## src/rtl/gate_chk_pkg.sv

```systemverilog
// Shared types and constants for the 2-input gate self-check driver.
package gate_chk_pkg;

  localparam int NUM_PATTERNS = 4;
  localparam int IDX_W        = 2;
  localparam int CNT_W        = 4;

  // Expected Z per pattern index i, where A=i[0] and B=i[1]
  localparam logic [3:0] TT_XOR  = 4'b0110;
  localparam logic [3:0] TT_AND  = 4'b1000;
  localparam logic [3:0] TT_OR   = 4'b1110;
  localparam logic [3:0] TT_NAND = 4'b0111;
  localparam logic [3:0] TT_NOR  = 4'b0001;

  typedef enum logic [1:0] {
    IDLE = 2'd0,
    RUN  = 2'd1,
    FIN  = 2'd2
  } state_t;

  // Index of the lowest set bit; 0 when no bit is set.
  function automatic logic [IDX_W-1:0] lowest_set(input logic [NUM_PATTERNS-1:0] m);
    logic [IDX_W-1:0] r;
    r = '0;
    for (int unsigned i = 0; i < NUM_PATTERNS; i++) begin
      if (m[NUM_PATTERNS-1-i]) r = IDX_W'(NUM_PATTERNS-1-i);
    end
    return r;
  endfunction

endpackage

```

## src/rtl/gate_chk_settle_cnt.sv

```systemverilog
// Loadable down-counter; zero flag marks the sample edge of each pattern.
module gate_chk_settle_cnt
  import gate_chk_pkg::*;
(
  input  logic             clk,
  input  logic             rst_n,
  input  logic             load,
  input  logic [CNT_W-1:0] load_val,
  output logic             zero
);

  logic [CNT_W-1:0] cnt;

  always_ff @(posedge clk or negedge rst_n) begin
    if (!rst_n) begin
      cnt <= '0;
    end else if (load) begin
      cnt <= load_val;
    end else if (cnt != '0) begin
      cnt <= cnt - CNT_W'(1);
    end
  end

  assign zero = (cnt == '0);

endmodule

```

## src/rtl/gate_chk_driver.sv

```systemverilog
// Drives the four {B,A} patterns into a 2-input gate and checks Z against TRUTH_TABLE.
// Optional error log (err_cnt, first_fail_idx) under GATE_CHK_ERRLOG_EN.
module gate_chk_driver
  import gate_chk_pkg::*;
#(
  parameter logic [3:0]  TRUTH_TABLE   = TT_XOR,
  parameter int unsigned SETTLE_CYCLES = 2
)(
  input  logic       clk,
  input  logic       rst_n,
  input  logic       start,
  output logic       A,
  output logic       B,
  input  logic       Z,
  output logic       busy,
  output logic       done,
  output logic       pass,
  output logic [3:0] fail_mask
`ifdef GATE_CHK_ERRLOG_EN
  ,
  output logic [7:0] err_cnt,
  output logic [1:0] first_fail_idx
`endif
);

  localparam logic [CNT_W-1:0] RELOAD = CNT_W'(SETTLE_CYCLES - 1);
  localparam logic [IDX_W-1:0] LAST   = IDX_W'(NUM_PATTERNS - 1);

  state_t           state, state_n;
  logic [IDX_W-1:0] idx, idx_n;
  logic             a_n, b_n, busy_n, done_n, pass_n;
  logic [3:0]       mask_n;
  logic             cnt_load, cnt_zero;
  logic             mis;

  gate_chk_settle_cnt u_settle (
    .clk      (clk),
    .rst_n    (rst_n),
    .load     (cnt_load),
    .load_val (RELOAD),
    .zero     (cnt_zero)
  );

  // X/Z on the gate output must count as a mismatch in simulation
`ifdef SYNTHESIS
  assign mis = (Z != TRUTH_TABLE[idx]);
`else
  assign mis = (Z !== TRUTH_TABLE[idx]);
`endif

  always_comb begin
    state_n  = state;
    idx_n    = idx;
    a_n      = A;
    b_n      = B;
    busy_n   = busy;
    done_n   = 1'b0;
    pass_n   = pass;
    mask_n   = fail_mask;
    cnt_load = 1'b0;
    case (state)
      IDLE: begin
        a_n    = 1'b0;
        b_n    = 1'b0;
        busy_n = 1'b0;
        if (start) begin
          state_n  = RUN;
          idx_n    = '0;
          cnt_load = 1'b1;
          busy_n   = 1'b1;
          mask_n   = '0;
          pass_n   = 1'b0;
        end
      end
      RUN: begin
        if (cnt_zero) begin
          if (mis) mask_n[idx] = 1'b1;
          if (idx != LAST) begin
            idx_n    = idx + IDX_W'(1);
            cnt_load = 1'b1;
            {b_n, a_n} = idx_n;
          end else begin
            state_n = FIN;
            done_n  = 1'b1;
            busy_n  = 1'b0;
            pass_n  = (mask_n == '0);
            a_n     = 1'b0;
            b_n     = 1'b0;
          end
        end
      end
      FIN: begin
        state_n = IDLE;
        a_n     = 1'b0;
        b_n     = 1'b0;
        busy_n  = 1'b0;
      end
      default: begin
        state_n = IDLE;
        a_n     = 1'b0;
        b_n     = 1'b0;
        busy_n  = 1'b0;
      end
    endcase
  end

  always_ff @(posedge clk or negedge rst_n) begin
    if (!rst_n) begin
      state     <= IDLE;
      idx       <= '0;
      A         <= 1'b0;
      B         <= 1'b0;
      busy      <= 1'b0;
      done      <= 1'b0;
      pass      <= 1'b0;
      fail_mask <= '0;
    end else begin
      state     <= state_n;
      idx       <= idx_n;
      A         <= a_n;
      B         <= b_n;
      busy      <= busy_n;
      done      <= done_n;
      pass      <= pass_n;
      fail_mask <= mask_n;
    end
  end

`ifdef GATE_CHK_ERRLOG_EN
  logic sample, finish;
  assign sample = (state == RUN) && cnt_zero;
  assign finish = sample && (idx == LAST);

  always_ff @(posedge clk or negedge rst_n) begin
    if (!rst_n) begin
      err_cnt        <= '0;
      first_fail_idx <= '0;
    end else begin
      if (sample && mis && (err_cnt != '1)) err_cnt <= err_cnt + 8'd1;
      if ((state == IDLE) && start) begin
        first_fail_idx <= '0;
      end else if (finish) begin
        first_fail_idx <= lowest_set(mask_n);
      end
    end
  end
`endif

endmodule

```

## config.mk

```make
export PLATFORM = sky130hd
export DESIGN_NAME = gate_chk_driver
export DESIGN_NICKNAME = d
export VERILOG_FILES = /design/src/rtl/gate_chk_pkg.sv /design/src/rtl/gate_chk_settle_cnt.sv /design/src/rtl/gate_chk_driver.sv
export SDC_FILE = /design/constraint.sdc
export NUM_CORES = 1
export LEC_CHECK = 0
export CAP_MARGIN = 25
export CORE_UTILIZATION = 51
export CTS_CLUSTER_DIAMETER = 100
export DETAILED_ROUTE_END_ITERATION = 10
export PLACE_DENSITY = 0.87
export RECOVER_POWER = 50
export SETUP_SLACK_MARGIN = 0.05
export SYNTH_ARGS = -nofsm -noshare
export SYNTH_HDL_FRONTEND = slang
export SYNTH_SLANG_ARGS = --single-unit
export TNS_END_PERCENT = 100
```

## constraint.sdc

```tcl
create_clock -name clk -period 2.1 [get_ports clk]
set_input_delay 0.63 -clock clk [delete_from_list [all_inputs] [get_ports clk]]
set_output_delay 0.63 -clock clk [all_outputs]
set_load 0.02 [all_outputs]
```

==> impl_metrics.tcl <==
# collected from the flow reports
set metrics [dict create \
    slew_viol_final 0 \
    finalSetupViolations 0 \
    dominant_cells "registers" \
    hold_ws_ps 517 \
    portBuffers 12 \
    path_depth 1 \
    dieHeight_um 42.8 \
    antenna_left 0 \
    endpoint "fail_mask[1]" \
    overflow 0 \
    lay_top_count "dfrtp_1" \
    comb_area_um2 388 \
    power_leader "combinational logic" \
    p_int_w 0.000911 \
    p_leak_nw 0.458 \
    dp_hpwl_um 1140 \
    logic_family "simple AND/OR/NAND/NOR gates" \
    postSynthSeqShare_pct 50.1 \
    logic_gate_count 53 \
    fill_cells 110 \
    drc_errors 0 \
    synth-compound-area-share_pct 10.8 \
    drtPass1Iterations 4 \
    yosysUniqueCellTypes 28 \
    whs_endpoint "busy" \
    critPathRequiredTime_ps 1470 \
    fin_crit_sh_pct 91.4 \
    place_ws_ps 137 \
    htree_levels 1 \
    slew_headroom_pct 42.1 \
    setup_tns_ps 0 \
    cp_slowest_stage_delay_ps 610 \
    rsz0062_at_grt "no" \
    comb_power_w 0.000819 \
    pg_seq_w 0.000544 \
    cp_top_family "buffers and inverters" \
    r2r_slack_ps 320 \
    die_w_um 42.8 \
    postCtsSetupBuffers 0 \
    syn_area_um2 850 \
    cp_slowest_cell "clkdlybuf4s50_1" \
    clockBufferDepth 2 \
    irDropWorstVdd_mv 0.787 \
    regArea_um2 425 \
    startpoint "fail_mask[1]" \
    largest_registers "fail_mask x4, u_settle.cnt x4" \
    dpl-instance-area_um2 991 \
    clkSinkCount 17 \
    critPathLaunchType "flop" \
    finalHoldViolCount 0 \
    status "finished clean" \
    bufAreaShareNonClock_pct 13.4 \
    min_from "busy" \
    r2r-start "idx[0]" \
    crit_buf_inv 1 \
    clkCellAreaFrac_pct 2.60 \
    worstMarginPinSlew_ps 869 \
    yosys_cells 77 \
    final_cell_mix "dfrtp_1, nor2_1, clkdlybuf4s50_1" \
    cts_hold_buf 0 \
    ys_sh_mux_pct 7.51 \
    met2WireLength_um 715 \
    first_global_vias 597 \
    grt_pass1_wl_um 2750 \
    synthAdderAreaFrac_pct 7.36 \
    drive_gt1_share_pct 10.8 \
    grt_antenna_before_repair 0 \
    grt.met1_usage_pct 27.6 \
    dieArea_um2 1830 \
    core_area_um2 1520 \
    synthXorXnorAreaFrac_pct 1.03 \
    switching_share_pct 40.7 \
    syn_avg_cell_area_um2 11.0 \
    vias_per_cell 5.57 \
    rows 14 \
    p_comb_share_pct 53.3 \
    period_minus_slack_ps 1920 \
    area_growth_pct 18.9 \
    routed_wl_um 1530 \
    gr-usage-met3_pct 4.26 \
    grt_busiest_layer "met2" \
    synth_nets 86 \
    fin_area_um2 1010 \
    cts_buffers 3 \
    num_vias 607 \
    maxCapViolCount 0 \
    p_seq_share_pct 35.4 \
    fmax_mhz 521 \
    clk_pin_slew_ps 90 \
    yosys_area_um2 850 \
    cts_tree "built" \
    ios 13 \
    post_cts_resized 0 \
    total_power_w 0.00154 \
    holdCritPathClass "flop to flop" \
    root_buffer "clkbuf_4" \
]
cells in the mapped netlist:
master	count	area share, %
nand2_1	2	0.88
nor3_1	1	0.59
a211oi_2	1	1.5
a31o_1	1	1.0
nand2b_1	1	0.74
nand3b_1	1	0.88
a21oi_1	1	0.59
or4_4	1	1.3
a31oi_1	1	0.74
dfrtp_1	17	50
mux2i_1	3	3.5
nor2_1	15	6.6
nand4bb_1	1	1.3
or2_2	1	0.74
xor2_1	1	1.0
mux2_2	3	4.0
ha_1	5	7.4
clkbuf_1	2	0.88
a41oi_1	4	4.1
nor3b_1	4	3.5
o21bai_1	1	0.88
a21o_1	1	0.88
inv_1	4	1.8
nor2b_1	1	0.74
clkbuf_8	1	1.6
o22a_1	1	1.0
or4_1	1	0.88
nor4_1	1	0.74
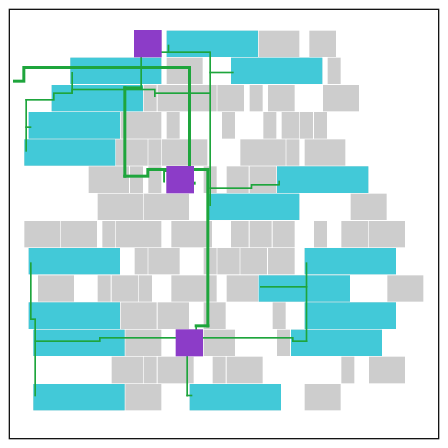
(images/clock_map.png)
- flip-flops: cyan (count 17)
- cells driving clock nets: purple (count 3)
- clock wires: green (length 200 um)
- routed clock nets: 4
clk latency late pin: 290 ps
clock power share: 11.3%
Clk power: 0.000173 W
clock skew: 3.18 ps

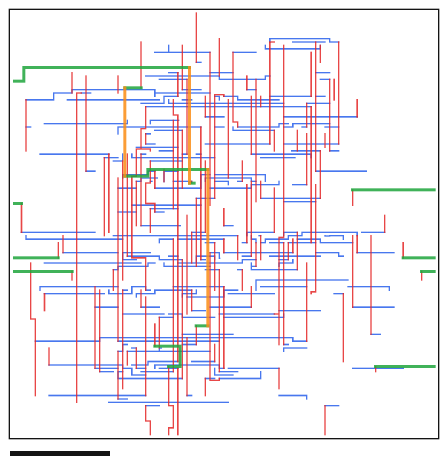
(images/metal_stack.png)
Scale bar: 10 um.
- met1: blue (wire length 716 um)
- met4: orange (wire length 36.0 um)
- met3: green (wire length 65.6 um)
- met2: red (wire length 716 um)
DR WL/cell: 14.1 um
Total GRT Usage: 20.8%

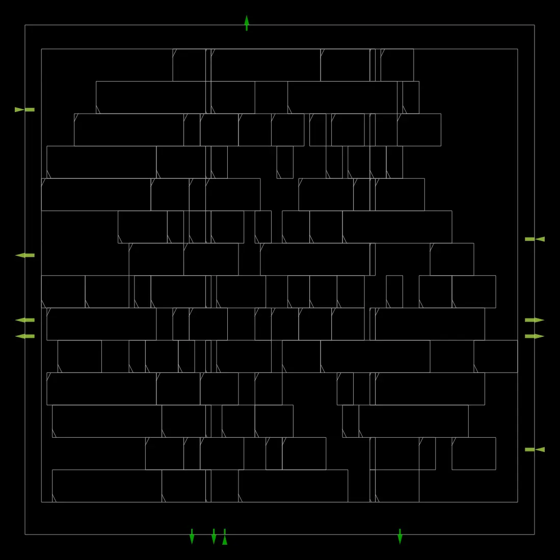
(images/final_placement.png)
Seq/total area: 42.1%
FFs & Latches: 17
Finished Layout Cells: 109
fin util: 66.3%

Power is estimated from default activity; no workload was simulated.
